### Port wiring, run 1

The bar under the picture is 20 um long.
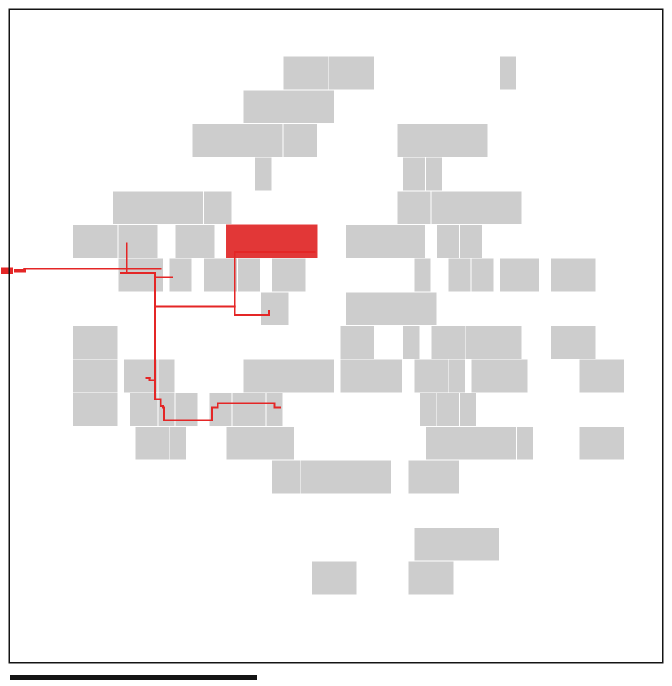
### Placement by cell class, run 1

Fill, decap, tap and diode cells in grey.
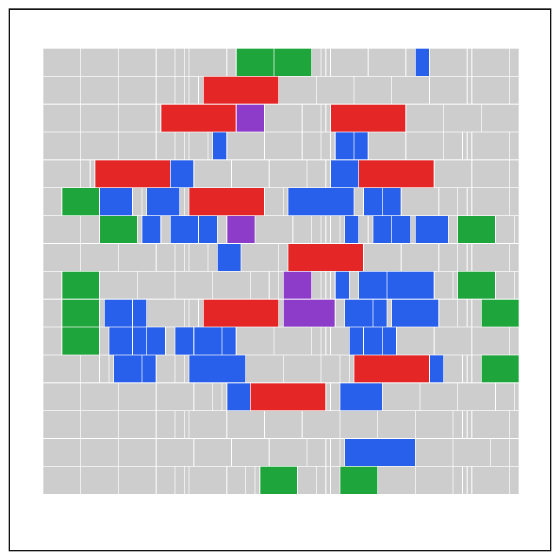
### PDN straps and rails, run 1

The bar under the picture is 20 um long. Pins as bars on the die edge. Tap cells in grey.
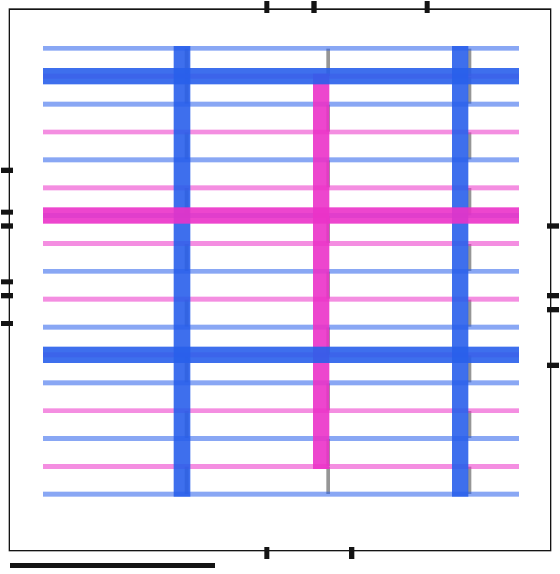
### Cell outlines without signal wires, run 1

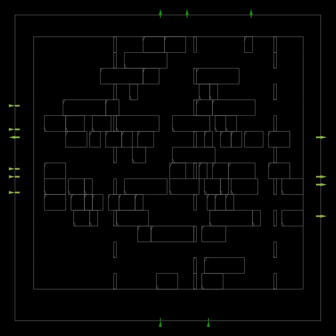
<file path="src/rtl/mcu_cycle_gen_if.sv">
// Bus bundle for the 8051-style machine-cycle generator.
// The master drives clock-divider level, wait-state and instruction requests.
// The slave (the generator) returns the S-state/phase timing and its strobes.
interface mcu_cycle_gen_if #(
  parameter int CYC_W = 2
);

  logic             clk_div;
  logic             hold;
  logic             inst_start;
  logic [CYC_W-1:0] inst_cycles;
  logic             busy;
  logic [2:0]       s_state;
  logic             phase;
  logic             mc_end;
  logic             inst_done;
  logic             ale;

  modport master (
    output clk_div, hold, inst_start, inst_cycles,
    input  busy, s_state, phase, mc_end, inst_done, ale
  );

  modport slave (
    input  clk_div, hold, inst_start, inst_cycles,
    output busy, s_state, phase, mc_end, inst_done, ale
  );

endinterface

</file>
<file path="src/rtl/mcu_cycle_gen.sv">
// 8051-style machine-cycle generator.
// Each rising edge of the divided clock (sampled in the clk_in domain) advances
// a 12-step position S1P1..S6P2; one pass is one machine cycle.
// An instruction spans inst_cycles+1 machine cycles.
// hold discards divider edges, freezing all sequencing.
// Optional feature: define MCU_CYCLE_GEN_ALE_EN to generate ALE.
// Without it, ale is tied low and no decode logic exists.
module mcu_cycle_gen #(
  parameter int CYC_W = 2
) (
  input  logic           clk_in,
  input  logic           rst,
  mcu_cycle_gen_if.slave bus
);

  typedef enum logic {
    IDLE = 1'b0,
    RUN  = 1'b1
  } state_e;

  state_e           state_q, state_d;
  logic [3:0]       pos_q, pos_d;
  logic [CYC_W-1:0] rem_q, rem_d;
  logic             clk_div_q, clk_div_d;
  logic             mc_end_q, mc_end_d;
  logic             inst_done_q, inst_done_d;
  logic             tick;
  logic             last_pos;

  // A tick is a fresh rising edge of clk_div that hold does not suppress.
  // A suppressed edge is simply lost, because clk_div_q still follows clk_div.
  assign tick     = bus.clk_div & ~clk_div_q & ~bus.hold;
  assign last_pos = (pos_q == 4'd11);

  // State register.
  // clk_div_q resets high, so a divider level that is already high at
  // reset release does not count as an edge.
  always_ff @(posedge clk_in) begin
    if (rst) begin
      state_q     <= IDLE;
      pos_q       <= 4'd0;
      rem_q       <= '0;
      clk_div_q   <= 1'b1;
      mc_end_q    <= 1'b0;
      inst_done_q <= 1'b0;
    end else begin
      state_q     <= state_d;
      pos_q       <= pos_d;
      rem_q       <= rem_d;
      clk_div_q   <= clk_div_d;
      mc_end_q    <= mc_end_d;
      inst_done_q <= inst_done_d;
    end
  end

  // Next-state logic: instruction accept, position stepping and end-of-cycle bookkeeping.
  always_comb begin
    state_d     = state_q;
    pos_d       = pos_q;
    rem_d       = rem_q;
    clk_div_d   = bus.clk_div;
    mc_end_d    = 1'b0;
    inst_done_d = 1'b0;
    case (state_q)
      IDLE: begin
        pos_d = 4'd0;
        if (bus.inst_start) begin
          state_d = RUN;
          rem_d   = bus.inst_cycles;
        end
      end
      RUN: begin
        if (tick) begin
          if (last_pos) begin
            pos_d    = 4'd0;
            mc_end_d = 1'b1;
            if (rem_q != '0) begin
              rem_d = rem_q - CYC_W'(1);
            end else begin
              inst_done_d = 1'b1;
              // A new request on the final tick chains straight into the
              // next instruction without passing through IDLE.
              if (bus.inst_start) begin
                rem_d = bus.inst_cycles;
              end else begin
                state_d = IDLE;
              end
            end
          end else begin
            pos_d = pos_q + 4'd1;
          end
        end
      end
      default: begin
        state_d = IDLE;
      end
    endcase
  end

  assign bus.busy      = (state_q == RUN);
  assign bus.s_state   = pos_q[3:1] + 3'd1;
  assign bus.phase     = pos_q[0];
  assign bus.mc_end    = mc_end_q;
  assign bus.inst_done = inst_done_q;

`ifdef MCU_CYCLE_GEN_ALE_EN
  // ALE is high during S1P2, S2P1, S4P2 and S5P1.
  // It is decoded straight from registered state, so it has the same latency as pos.
  assign bus.ale = (state_q == RUN) &&
                   ((pos_q == 4'd1) || (pos_q == 4'd2) ||
                    (pos_q == 4'd7) || (pos_q == 4'd8));
`else
  assign bus.ale = 1'b0;
`endif

endmodule

</file>
<file path="src/flat_wrapper.sv">
// flat-port wrapper written by rule: the top's interface ports become plain ports
module mcu_cycle_gen_flat 
#(
  parameter int CYC_W = 2
)
  (clk_in, rst, bus_clk_div, bus_hold, bus_inst_start, bus_inst_cycles, bus_busy, bus_s_state, bus_phase, bus_mc_end, bus_inst_done, bus_ale);
  mcu_cycle_gen_if #(.CYC_W(CYC_W)) bus_i ();
  input  logic clk_in;
  input  logic rst;
  input wire logic [$bits(bus_i.clk_div)-1:0] bus_clk_div;
  input wire logic [$bits(bus_i.hold)-1:0] bus_hold;
  input wire logic [$bits(bus_i.inst_start)-1:0] bus_inst_start;
  input wire logic [$bits(bus_i.inst_cycles)-1:0] bus_inst_cycles;
  output wire logic [$bits(bus_i.busy)-1:0] bus_busy;
  output wire logic [$bits(bus_i.s_state)-1:0] bus_s_state;
  output wire logic [$bits(bus_i.phase)-1:0] bus_phase;
  output wire logic [$bits(bus_i.mc_end)-1:0] bus_mc_end;
  output wire logic [$bits(bus_i.inst_done)-1:0] bus_inst_done;
  output wire logic [$bits(bus_i.ale)-1:0] bus_ale;
  assign bus_i.clk_div = bus_clk_div;
  assign bus_i.hold = bus_hold;
  assign bus_i.inst_start = bus_inst_start;
  assign bus_i.inst_cycles = bus_inst_cycles;
  assign bus_busy = bus_i.busy;
  assign bus_s_state = bus_i.s_state;
  assign bus_phase = bus_i.phase;
  assign bus_mc_end = bus_i.mc_end;
  assign bus_inst_done = bus_i.inst_done;
  assign bus_ale = bus_i.ale;
  mcu_cycle_gen #(.CYC_W(CYC_W)) u_core (.clk_in(clk_in), .rst(rst), .bus(bus_i));
endmodule
</file>
<file path="config.mk">
export PLATFORM = sky130hd
export DESIGN_NAME = mcu_cycle_gen_flat
export DESIGN_NICKNAME = d
export VERILOG_FILES = /design/src/rtl/mcu_cycle_gen_if.sv /design/src/rtl/mcu_cycle_gen.sv /design/src/flat_wrapper.sv
export SDC_FILE = /design/constraint.sdc
export NUM_CORES = 1
export LEC_CHECK = 0
export CAP_MARGIN = 20
export CORE_MARGIN = 3
export CORE_UTILIZATION = 23
export DETAILED_ROUTE_END_ITERATION = 10
export PLACE_DENSITY = 0.45
export REMOVE_ABC_BUFFERS = 1
export SLEW_MARGIN = 10
export SYNTH_ARGS = -nofsm -noshare
export SYNTH_HDL_FRONTEND = slang
export SYNTH_SLANG_ARGS = --single-unit
</file>
<file path="constraint.sdc">
create_clock -name clk_in -period 3.7 [get_ports clk_in]
set_clock_uncertainty 0.15 [all_clocks]
set_input_delay 0.37 -clock clk_in [delete_from_list [all_inputs] [get_ports clk_in]]
set_output_delay 0.37 -clock clk_in [all_outputs]
set_load 0.1 [all_outputs]
</file>
==> reports/summary.txt, run 1 <==
Hold path endpoint - u_core.pos_q[1]
Drt initial violations - 9
Achievable clock frequency - 0.378 GHz
Crit Path Max Fanout - 4
CTS buffer count - 3
Latency at later pin - 260 ps
XOR-XNOR Cells, Area Fraction - 3.49%
Most common cell in the synthesized netlist - dfxtp_1
Slowest stage delay, CP - 1140 ps
Root Buffer - clkbuf_4
Yosys aoi share - 22.9%
Instance tally after logic synthesis - 55
P_int - 0.185 mW
Most frequent logic cell in the layout - clkdlybuf4s50_1
Worst hold stages - 2
Post-DP HPWL - 744 um
Leakage power - 0.252 nW
Register area - 200 um^2
Dominant class by area - multi-input combinational cells
Fp util - 24.8%
Max-cap violations - 0
Top Layer Used - met3
Yosys simple share - 23.4%
Min setup slack post-route - 1060 ps
Min-delay src - u_core.pos_q[1]
Setup TNS - 0 ps
Dpl ws - 1320 ps
Met1 Usage GRT - 9.22%
P&R area growth vs syn - 37.7%
Final nets - 80
Largest Register - u_core.pos_q
Hold Fails Final Rpt - 0
Clock-cell share - 5.25%
Area share, top type - 39.9%
Worst Setup EP - bus_s_state[2]
Pwr Total - 0.246 mW
Yosys Chip Area - 502 um^2
Crit path kind - reg2out
Maximum VDD drop - 0.114 mV
Status - finished clean
Clock power share - 38.7%
Post-synth seq share - 39.9%
Top logic family - simple AND/OR/NAND/NOR gates
Final Max Tran Viols - 0
Met2 wire length - 450 um
Drt wl/cell - 9.63 um
Reg2Reg Depth - 5
Gr busiest metal - met2
OpenROAD warnings - 25
CTS tree - done
Post-CTS sizing - 0
Mux share - 0%
Largest register FFs - 4
Min cycle time layout - 2640 ps
H-tree depth - 1
Metal-1 WL - 428 um
Net Sw Power - 0.0612 mW
Signal buf overhead - 18.8%
Comb power - 0.0348 mW
Multi-input gates - 40
Synth cell count leaders - dfxtp_1, a21oi_1, nor2_1
R2R setup slack - 2050 ps
Final setup viols - 0
Seq pwr share - 47.1%
Non-CTS buffers - 13
Crit. End Element - output pin
Final antenna-violating net count - 0
RR Startpoint - u_core.pos_q[0]
Share of layout cells above drive strength 1 - 12.9%
Top cells by area - dfxtp_1, a21oi_1, ha_1, nor2_1, nor3b_4
-- 'Port wiring' (at the start) --
| port | colour | bits | direction | edge | end cells | buffers | wire |
|---|---|---|---|---|---|---|---|
| `bus_busy` | red | 1 | output | left | 1 | 1 | 63.9 um |
I/O Buffers: 13
I/O pins: 15

-- 'Placement by cell class' (at the start) --
| class | colour | cells | share of their area |
|---|---|---|---|
| combinational and other logic | blue | 43 | 44% |
| sequential cells | red | 10 | 30% |
| clock drivers and dummy loads | purple | 4 | 5.5% |
| remaining buffers and delay cells | green | 13 | 20% |
final instance area: 691 um^2
fraction of area in registers: 29.0%
post-route core utilization: 34.2%

-- 'PDN straps and rails' (at the start) --
| net | colour |
|---|---|
| VDD | magenta |
| VSS | blue |
met5 straps: 3
tap cells: 27
met1 rails: 17
die x size: 52.7 um
Die Ht: 52.7 um

-- 'Cell outlines without signal wires' (at the start) --
Tap Count: 27
final std cells w/o fill: 97
Core Region: 2020 um^2

### Routed metal per tile, run 1

11 x 11 tiles, from dark blue (low) to red (high), scaled to the fullest tile. Values are wire area over tile area, all layers added.
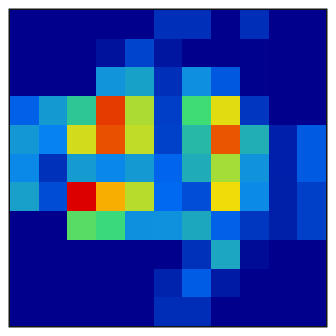

## Run 2: what changed since run 1
==> constraint.sdc (replaced) <==
create_clock -name clk_in -period 2.73 [get_ports clk_in]
set_clock_uncertainty 0.15 [all_clocks]
set_input_delay 0.273 -clock clk_in [delete_from_list [all_inputs] [get_ports clk_in]]
set_output_delay 0.273 -clock clk_in [all_outputs]
set_load 0.1 [all_outputs]
### Routed metal per tile, run 2

11 x 11 tiles, from dark blue (low) to red (high), scaled to the fullest tile. Values are wire area over tile area, all layers added.
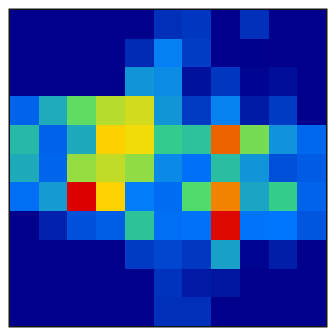
mean over tiles: 0.056
emptiest ninth of the die: lower left
fullest tile: 0.28
nearly empty tiles: 39%
total number of vias: 429
final wirelength: 979 um
gr usage total: 8.52%
drt wl/cell: 10.1 um

### Port wiring, run 2

The bar under the picture is 20 um long.
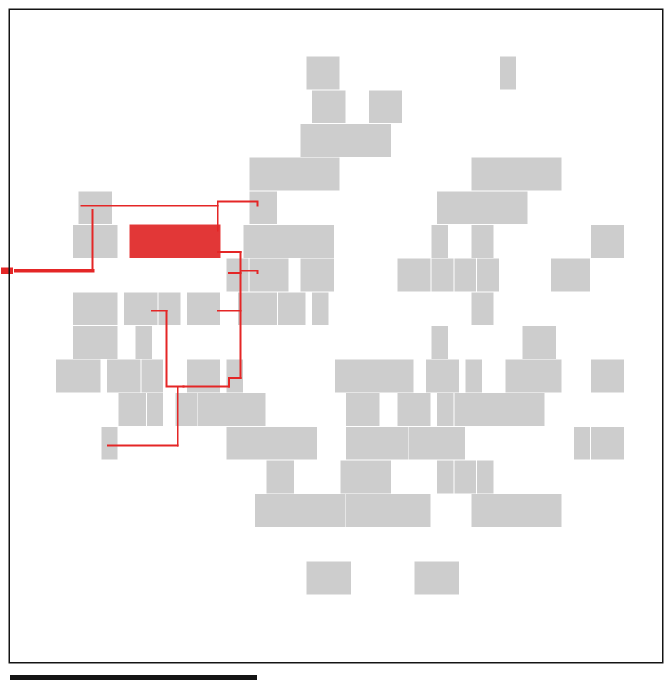
| port | colour | bits | direction | edge | end cells | buffers | wire |
|---|---|---|---|---|---|---|---|
| `bus_busy` | red | 1 | output | left | 1 | 1 | 69.3 um |

==> run 2 against run 1 <==
Combinational power is 33% higher. Die area is the same. Register-to-register slack worse by 950 ps. Global-route usage up 0.86 points. Critical endpoint unchanged. Worst hold slack gained 17 ps. Non-clock buffer count is the same. Via count is the same.
==> reports/summary.txt, run 2 <==
Critical Path Source Type - flip-flop
Core Region - 2020 um^2
Hold Fails Final Rpt - 0
Vias in the first global route - 384
Max-cap violations - 0
Top Layer Used - met3
OpenROAD warnings - 25
Synth Register Bits - 10
Most frequent cells in the layout - dfxtp_1, buf_4, a21oi_1, clkdlybuf4s50_1, nor2_1
CTS Hold Bufs - 0
Top cells by area - dfxtp_1, a21oi_1, ha_1, nor2_1, nor3b_4
DR pass1 iterations - 4
Net Sw Power - 0.0838 mW
Largest registers - u_core.pos_q (4), u_core.rem_q (2)
Dpl ws - 895 ps
Leakage power - 0.263 nW
Met2 usage - 12.6%
Dominant class by area - multi-input combinational cells
Worst path slowest cell - dfxtp_1
Die x size - 52.7 um
Required @ worst endpoint - 2310 ps
Net Sw Frac - 25.1%
Instance tally after logic synthesis - 55
Register area - 200 um^2
Area share, top type - 39.9%
Hold path endpoint - u_core.pos_q[1]
Latency at later pin - 260 ps
Crit path kind - reg2out
Most frequent logic cell in the layout - dfxtp_1
Hold slack - 359 ps
Final antenna-violating net count - 0
Most common cell in the synthesized netlist - dfxtp_1
Post-CTS sizing - 0
Root Buffer - clkbuf_4
P_int - 0.250 mW
Initial antenna violation count - 0
Non-CTS buffers - 13
Met2 wire length - 465 um
Crit Path Max Fanout - 4
Mux share - 0%
Fp util - 24.8%
Crit. End Element - output pin
Seq. pwr - 0.157 mW
Reg-to-Reg End - u_core.rem_q[1]
Status - finished clean
Share of layout cells above drive strength 1 - 22.9%
Synth cell count leaders - dfxtp_1, a21oi_1, nor2_1
Maximum VDD drop - 0.185 mV
Final instance area - 673 um^2
Signal inverters - 3
P&R area growth vs syn - 34.2%
Reg2Reg Depth - 5
I/O Buffers - 13
Synthesized cell area - 502 um^2
XOR-XNOR Cells, Area Fraction - 3.49%
Fraction of area in registers - 29.7%
Met3 WL post-DR - 65 um
Tap Count - 27
Clkbuf count - 4
Gr busiest metal - met2
Post-DP HPWL - 758 um
Drt initial violations - 5
Clock-cell share - 5.39%
Yosys simple share - 23.4%
Mean Syn Cell Area - 9.12 um^2
Comb power - 0.0462 mW
Slowest stage delay, CP - 380 ps
Seq pwr share - 47.1%
Asr flop ratio synth - 0%
Yosys aoi share - 22.9%
Final Max Tran Viols - 0
Worst hold path class - reg2reg
Worst Setup EP - bus_s_state[2]
Metal-1 WL - 448 um
RR Startpoint - u_core.pos_q[0]
Final std cells w/o fill - 97
Final nets - 80
Final setup viols - 0
Signal buf overhead - 16.7%
Comb/total area - 41.4%
Min cycle time layout - 1760 ps
Flip-flops with a built-in enable - 0
Synth Area in Adders - 4.99%
Pin count of the biggest net entering global routing - 10
First-pass GRT wire length - 1650 um
Multi-input gates - 40
Flops - 10
Clock-net power - 0.130 mW
Achievable clock frequency - 0.568 GHz
H-tree depth - 1
Vias/cell - 4.42
Min-delay src - u_core.pos_q[1]
Combinational power share - 13.8%
CTS sink count - 10
Min setup slack post-route - 970 ps
R2R setup slack - 1100 ps
GRT overflow - 0
Met1 Usage GRT - 9.66%
Drt drc - 0
CP Launch Point - u_core.pos_q[1]
Pwr Total - 0.334 mW
CTS buffer count - 3
Post-synth seq share - 39.9%
Crit-path cells - ha_1 -> xor2_1 -> buf_4
Largest register FFs - 4
I/O pins - 15
Post-route core utilization - 33.3%
Top logic family - simple AND/OR/NAND/NOR gates
CTS tree - done
Setup TNS - 0 ps
Postcts setup bufs - 0
Yosys Chip Area - 502 um^2
Logic area - 279 um^2
Die Ht - 52.7 um
Worst path bufs/invs - 1
Top power group - registers
Clock power share - 39.1%
Fillers - 212
Worst hold stages - 2
Largest Register - u_core.pos_q
Power is estimated from default activity; no workload was simulated.
